==> config.mk <==
export PLATFORM = sky130hd
export DESIGN_NAME = simple_risc_core
export DESIGN_NICKNAME = d
export VERILOG_FILES = /design/src/rtl/simple_risc_core.sv
export SDC_FILE = /design/constraint.sdc
export NUM_CORES = 1
export LEC_CHECK = 0
export CAP_MARGIN = 0
export CORE_MARGIN = 2
export CORE_UTILIZATION = 60
export DETAILED_ROUTE_END_ITERATION = 16
export PLACE_DENSITY = 0.79
export SYNTH_ARGS = -nofsm -noshare
export SYNTH_HDL_FRONTEND = slang
export SYNTH_SLANG_ARGS = --single-unit
==> constraint.sdc <==
create_clock -name clk -period 8.34 [get_ports clk]
set_input_delay 0.834 -clock clk [delete_from_list [all_inputs] [get_ports clk]]
set_output_delay 0.834 -clock clk [all_outputs]
set_load 0.01 [all_outputs]
==> src/rtl/simple_risc_core.sv <==
`default_nettype none
// ============================================================================
// Module      : simple_risc_core
// Description : Multicycle 16-bit RISC execution core (decoder, control FSM,
//               8x16 register file, A/B/C pipeline registers, N/V/Z status).
// Revision    : 1.0 - initial release
// ============================================================================
module simple_risc_core (
    input  logic        clk,
    input  logic        reset,
    input  logic        s,
    input  logic        load,
    input  logic [15:0] in,
    output logic [15:0] out,
    output logic        N,
    output logic        V,
    output logic        Z,
    output logic        w
);

    typedef enum logic [2:0] {
        S_WAIT      = 3'd0,
        S_DECODE    = 3'd1,
        S_GET_A     = 3'd2,
        S_GET_B     = 3'd3,
        S_EXEC      = 3'd4,
        S_WRITE_REG = 3'd5,
        S_WRITE_IMM = 3'd6
    } state_t;

    state_t      state_q, state_d;
    logic [15:0] ir_q, ir_d;
    logic [15:0] a_q, a_d;
    logic [15:0] b_q, b_d;
    logic [15:0] c_q, c_d;
    logic [2:0]  status_q, status_d;
    logic [15:0] rf_q [8];

    logic [2:0]  opcode;
    logic [1:0]  op;
    logic [2:0]  rn, rd, rm;
    logic [1:0]  sh;
    logic [15:0] sximm8;
    logic        is_mov_imm, is_mov_reg, is_alu, is_mvn, is_cmp, asel;

    assign opcode = ir_q[15:13];
    assign op     = ir_q[12:11];
    assign rn     = ir_q[10:8];
    assign rd     = ir_q[7:5];
    assign sh     = ir_q[4:3];
    assign rm     = ir_q[2:0];
    assign sximm8 = {{8{ir_q[7]}}, ir_q[7:0]};

    assign is_mov_imm = (opcode == 3'b110) && (op == 2'b10);
    assign is_mov_reg = (opcode == 3'b110) && (op == 2'b00);
    assign is_alu     = (opcode == 3'b101);
    assign is_mvn     = is_alu && (op == 2'b11);
    assign is_cmp     = is_alu && (op == 2'b01);
    assign asel       = is_mov_reg || is_mvn;

    logic [15:0] b_sh, a_op, alu_res;
    logic [2:0]  alu_flags;

    always_comb begin
        case (sh)
            2'b01:   b_sh = {b_q[14:0], 1'b0};
            2'b10:   b_sh = {1'b0, b_q[15:1]};
            2'b11:   b_sh = {b_q[15], b_q[15:1]};
            default: b_sh = b_q;
        endcase
    end

    assign a_op = asel ? 16'h0000 : a_q;

    // MOV-register reuses the adder with a zeroed A operand.
    always_comb begin
        alu_res = a_op + b_sh;
        if (is_alu) begin
            case (op)
                2'b01:   alu_res = a_op - b_sh;
                2'b10:   alu_res = a_op & b_sh;
                2'b11:   alu_res = ~b_sh;
                default: alu_res = a_op + b_sh;
            endcase
        end
    end

    assign alu_flags = {alu_res[15],
                        (a_op[15] != b_sh[15]) && (alu_res[15] != a_op[15]),
                        (alu_res == 16'h0000)};

    logic [2:0]  rd_addr;
    logic [15:0] rd_data;
    logic        rf_we;
    logic [2:0]  rf_waddr;
    logic [15:0] rf_wdata;

    assign rd_addr  = (state_q == S_GET_A) ? rn : rm;
    assign rd_data  = rf_q[rd_addr];
    // Reset suppresses the write so an interrupted instruction leaves no trace.
    assign rf_we    = !reset && ((state_q == S_WRITE_REG) || (state_q == S_WRITE_IMM));
    assign rf_waddr = (state_q == S_WRITE_IMM) ? rn : rd;
    assign rf_wdata = (state_q == S_WRITE_IMM) ? sximm8 : c_q;

    always_comb begin
        state_d  = state_q;
        ir_d     = load ? in : ir_q;
        a_d      = a_q;
        b_d      = b_q;
        c_d      = c_q;
        status_d = status_q;
        case (state_q)
            S_WAIT: begin
                if (s) state_d = S_DECODE;
            end
            S_DECODE: begin
                if (is_mov_imm)              state_d = S_WRITE_IMM;
                else if (is_mov_reg || is_mvn) state_d = S_GET_B;
                else if (is_alu)             state_d = S_GET_A;
                else                         state_d = S_WAIT;
            end
            S_GET_A: begin
                a_d     = rd_data;
                state_d = S_GET_B;
            end
            S_GET_B: begin
                b_d     = rd_data;
                state_d = S_EXEC;
            end
            S_EXEC: begin
                if (is_cmp) begin
                    status_d = alu_flags;
                    state_d  = S_WAIT;
                end else begin
                    c_d     = alu_res;
                    state_d = S_WRITE_REG;
                end
            end
            S_WRITE_REG: state_d = S_WAIT;
            S_WRITE_IMM: state_d = S_WAIT;
            default:     state_d = S_WAIT;
        endcase
    end

    always_ff @(posedge clk) begin
        if (reset) begin
            state_q  <= S_WAIT;
            ir_q     <= 16'h0000;
            a_q      <= 16'h0000;
            b_q      <= 16'h0000;
            c_q      <= 16'h0000;
            status_q <= 3'b000;
        end else begin
            state_q  <= state_d;
            ir_q     <= ir_d;
            a_q      <= a_d;
            b_q      <= b_d;
            c_q      <= c_d;
            status_q <= status_d;
        end
    end

    always_ff @(posedge clk) begin
        if (rf_we) rf_q[rf_waddr] <= rf_wdata;
    end

    assign out       = c_q;
    assign {N, V, Z} = status_q;
    assign w         = (state_q == S_WAIT);

endmodule
`default_nettype wire

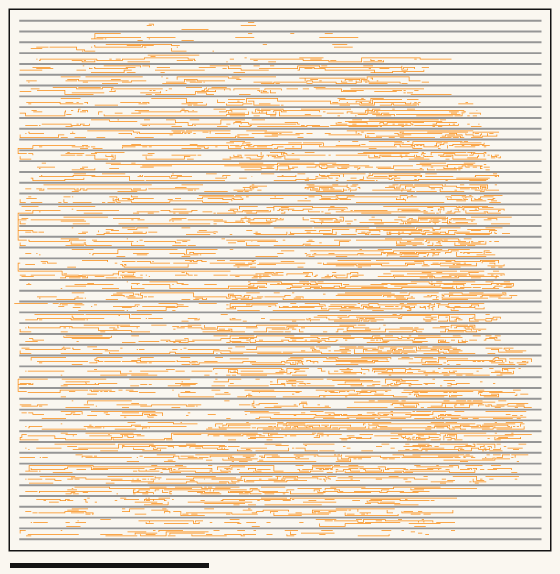
Figure 1: signal wires on met1.
Scale bar: 50 um. Supply wires on this layer in grey.
main direction	horizontal
share of all routed wire	44%
longest straight run	41.9 um
wire length on this layer	11200 um
WL final: 25.6 mm
total number of vias: 7730
met1 GRT Util: 40.8%

==> impl_results.html <==
<h2>Synthesis and place &amp; route</h2>
<table>
<tr><th>Metric</th><th>Value</th></tr>
<tr><th colspan="2">Status</th></tr>
<tr><td>Outcome</td><td>complete, no violations</td></tr>
<tr><th colspan="2">Worst setup path</th></tr>
<tr><td>Category of the worst setup path launch point</td><td>flop</td></tr>
<tr><td>Reg-to-reg critical path endpoint</td><td>status_q[0]$_SDFFE_PP0P_</td></tr>
<tr><td>Worst Setup EP</td><td>status_q[0]$_SDFFE_PP0P_</td></tr>
<tr><td>Reg-to-reg slack, setup</td><td>3.53 ns</td></tr>
<tr><td>Endpoint required time on the critical path</td><td>8.69 ns</td></tr>
<tr><th colspan="2">Synth</th></tr>
<tr><td>Yosys cell types</td><td>81</td></tr>
<tr><td>Synth area leaders</td><td>sky130_fd_sc_hd__edfxtp_1 (37%), sky130_fd_sc_hd__dfxtp_1 (13%), sky130_fd_sc_hd__mux4_2 (6.9%)</td></tr>
<tr><td>Instance tally after logic synthesis</td><td>943</td></tr>
<tr><td>Commonest cells in the synthesized netlist</td><td>sky130_fd_sc_hd__edfxtp_1 (128), sky130_fd_sc_hd__nor2_1 (118), sky130_fd_sc_hd__nand2_1 (79), sky130_fd_sc_hd__dfxtp_1 (70), sky130_fd_sc_hd__mux2i_1 (51)</td></tr>
<tr><td>Library cell occupying the most area in the post-synthesis netlist</td><td>sky130_fd_sc_hd__edfxtp_1</td></tr>
<tr><td>Aoi share</td><td>14.8%</td></tr>
<tr><td>Syn avg cell area</td><td>11.1 um2</td></tr>
<tr><td>Ys async rst share</td><td>0%</td></tr>
<tr><td>Number of nets produced by synthesis</td><td>996</td></tr>
<tr><td>Fraction of the yosys area taken by sequential cells</td><td>50.2%</td></tr>
<tr><td>Mux frac, synth</td><td>13.1%</td></tr>
<tr><th colspan="2">Hold path</th></tr>
<tr><td>Worst min-delay path endpoint</td><td>status_q[1]$_SDFFE_PP0P_</td></tr>
<tr><th colspan="2">Power</th></tr>
<tr><td>Max power group</td><td>registers</td></tr>
<tr><td>Combinational share of power</td><td>6.8%</td></tr>
<tr><td>Cell Pwr Density</td><td>170 nW/um2</td></tr>
<tr><td>Reg power frac</td><td>52.7%</td></tr>
<tr><td>Switching share of total power</td><td>23.3%</td></tr>
<tr><th colspan="2">Route</th></tr>
<tr><td>Metal1 wirelength</td><td>11.2 mm</td></tr>
<tr><td>DRC</td><td>0</td></tr>
<tr><td>Top routing layer in use</td><td>met4</td></tr>
<tr><td>Remaining number of nets flagged by the antenna check after routing</td><td>0</td></tr>
<tr><td>Number of iterations in the first detailed-routing pass</td><td>5</td></tr>
<tr><td>Wirelength per Cell</td><td>21.2 um</td></tr>
<tr><th colspan="2">Final layout</th></tr>
<tr><td>Flip-flop count of the largest register, all copies and words added</td><td>128</td></tr>
<tr><td>Multi-input gate area</td><td>4890 um2</td></tr>
<tr><td>Count of filler cells inserted in the layout</td><td>1261</td></tr>
<tr><td>Clock buffers</td><td>18</td></tr>
<tr><td>Area of all placed cells without fillers</td><td>11700 um2</td></tr>
<tr><th colspan="2">Timing</th></tr>
<tr><td>Post-layout period usage</td><td>57.6%</td></tr>
<tr><td>Worst hold slack across all endpoints</td><td>0.464 ns</td></tr>
<tr><td>Setup ws final</td><td>3.53 ns</td></tr>
<tr><th colspan="2">Die</th></tr>
<tr><td>Die span in x</td><td>136 um</td></tr>
<tr><td>Area of the die</td><td>18500 um2</td></tr>
<tr><th colspan="2">Clocking</th></tr>
<tr><td>Clock root buffer</td><td>sky130_fd_sc_hd__clkbuf_16</td></tr>
<tr><th colspan="2">Placed design</th></tr>
<tr><td>Setup WS pre-CTS</td><td>3.65 ns</td></tr>
<tr><th colspan="2">GRT</th></tr>
<tr><td>Residual overflow from global routing</td><td>0</td></tr>
<tr><td>Initial antenna violation count</td><td>0</td></tr>
<tr><td>GR Util All Layers</td><td>29.0%</td></tr>
<tr><td>GRT busiest layer</td><td>met2</td></tr>
<tr><th colspan="2">Job</th></tr>
<tr><td>Maxcap violations</td><td>0</td></tr>
<tr><td>Count of tool warnings</td><td>40</td></tr>
</table>
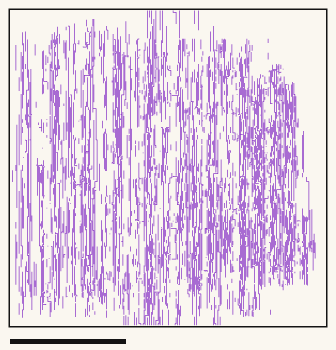
Figure 2: met2 routing.
Scale bar: 50 um.
nets with wire on the layer	855
share of all routed wire	48%
wire length on this layer	12200 um
longest straight run	76.5 um
global routing usage on met2: 45.8%

Power and IR drop assume default switching activity.
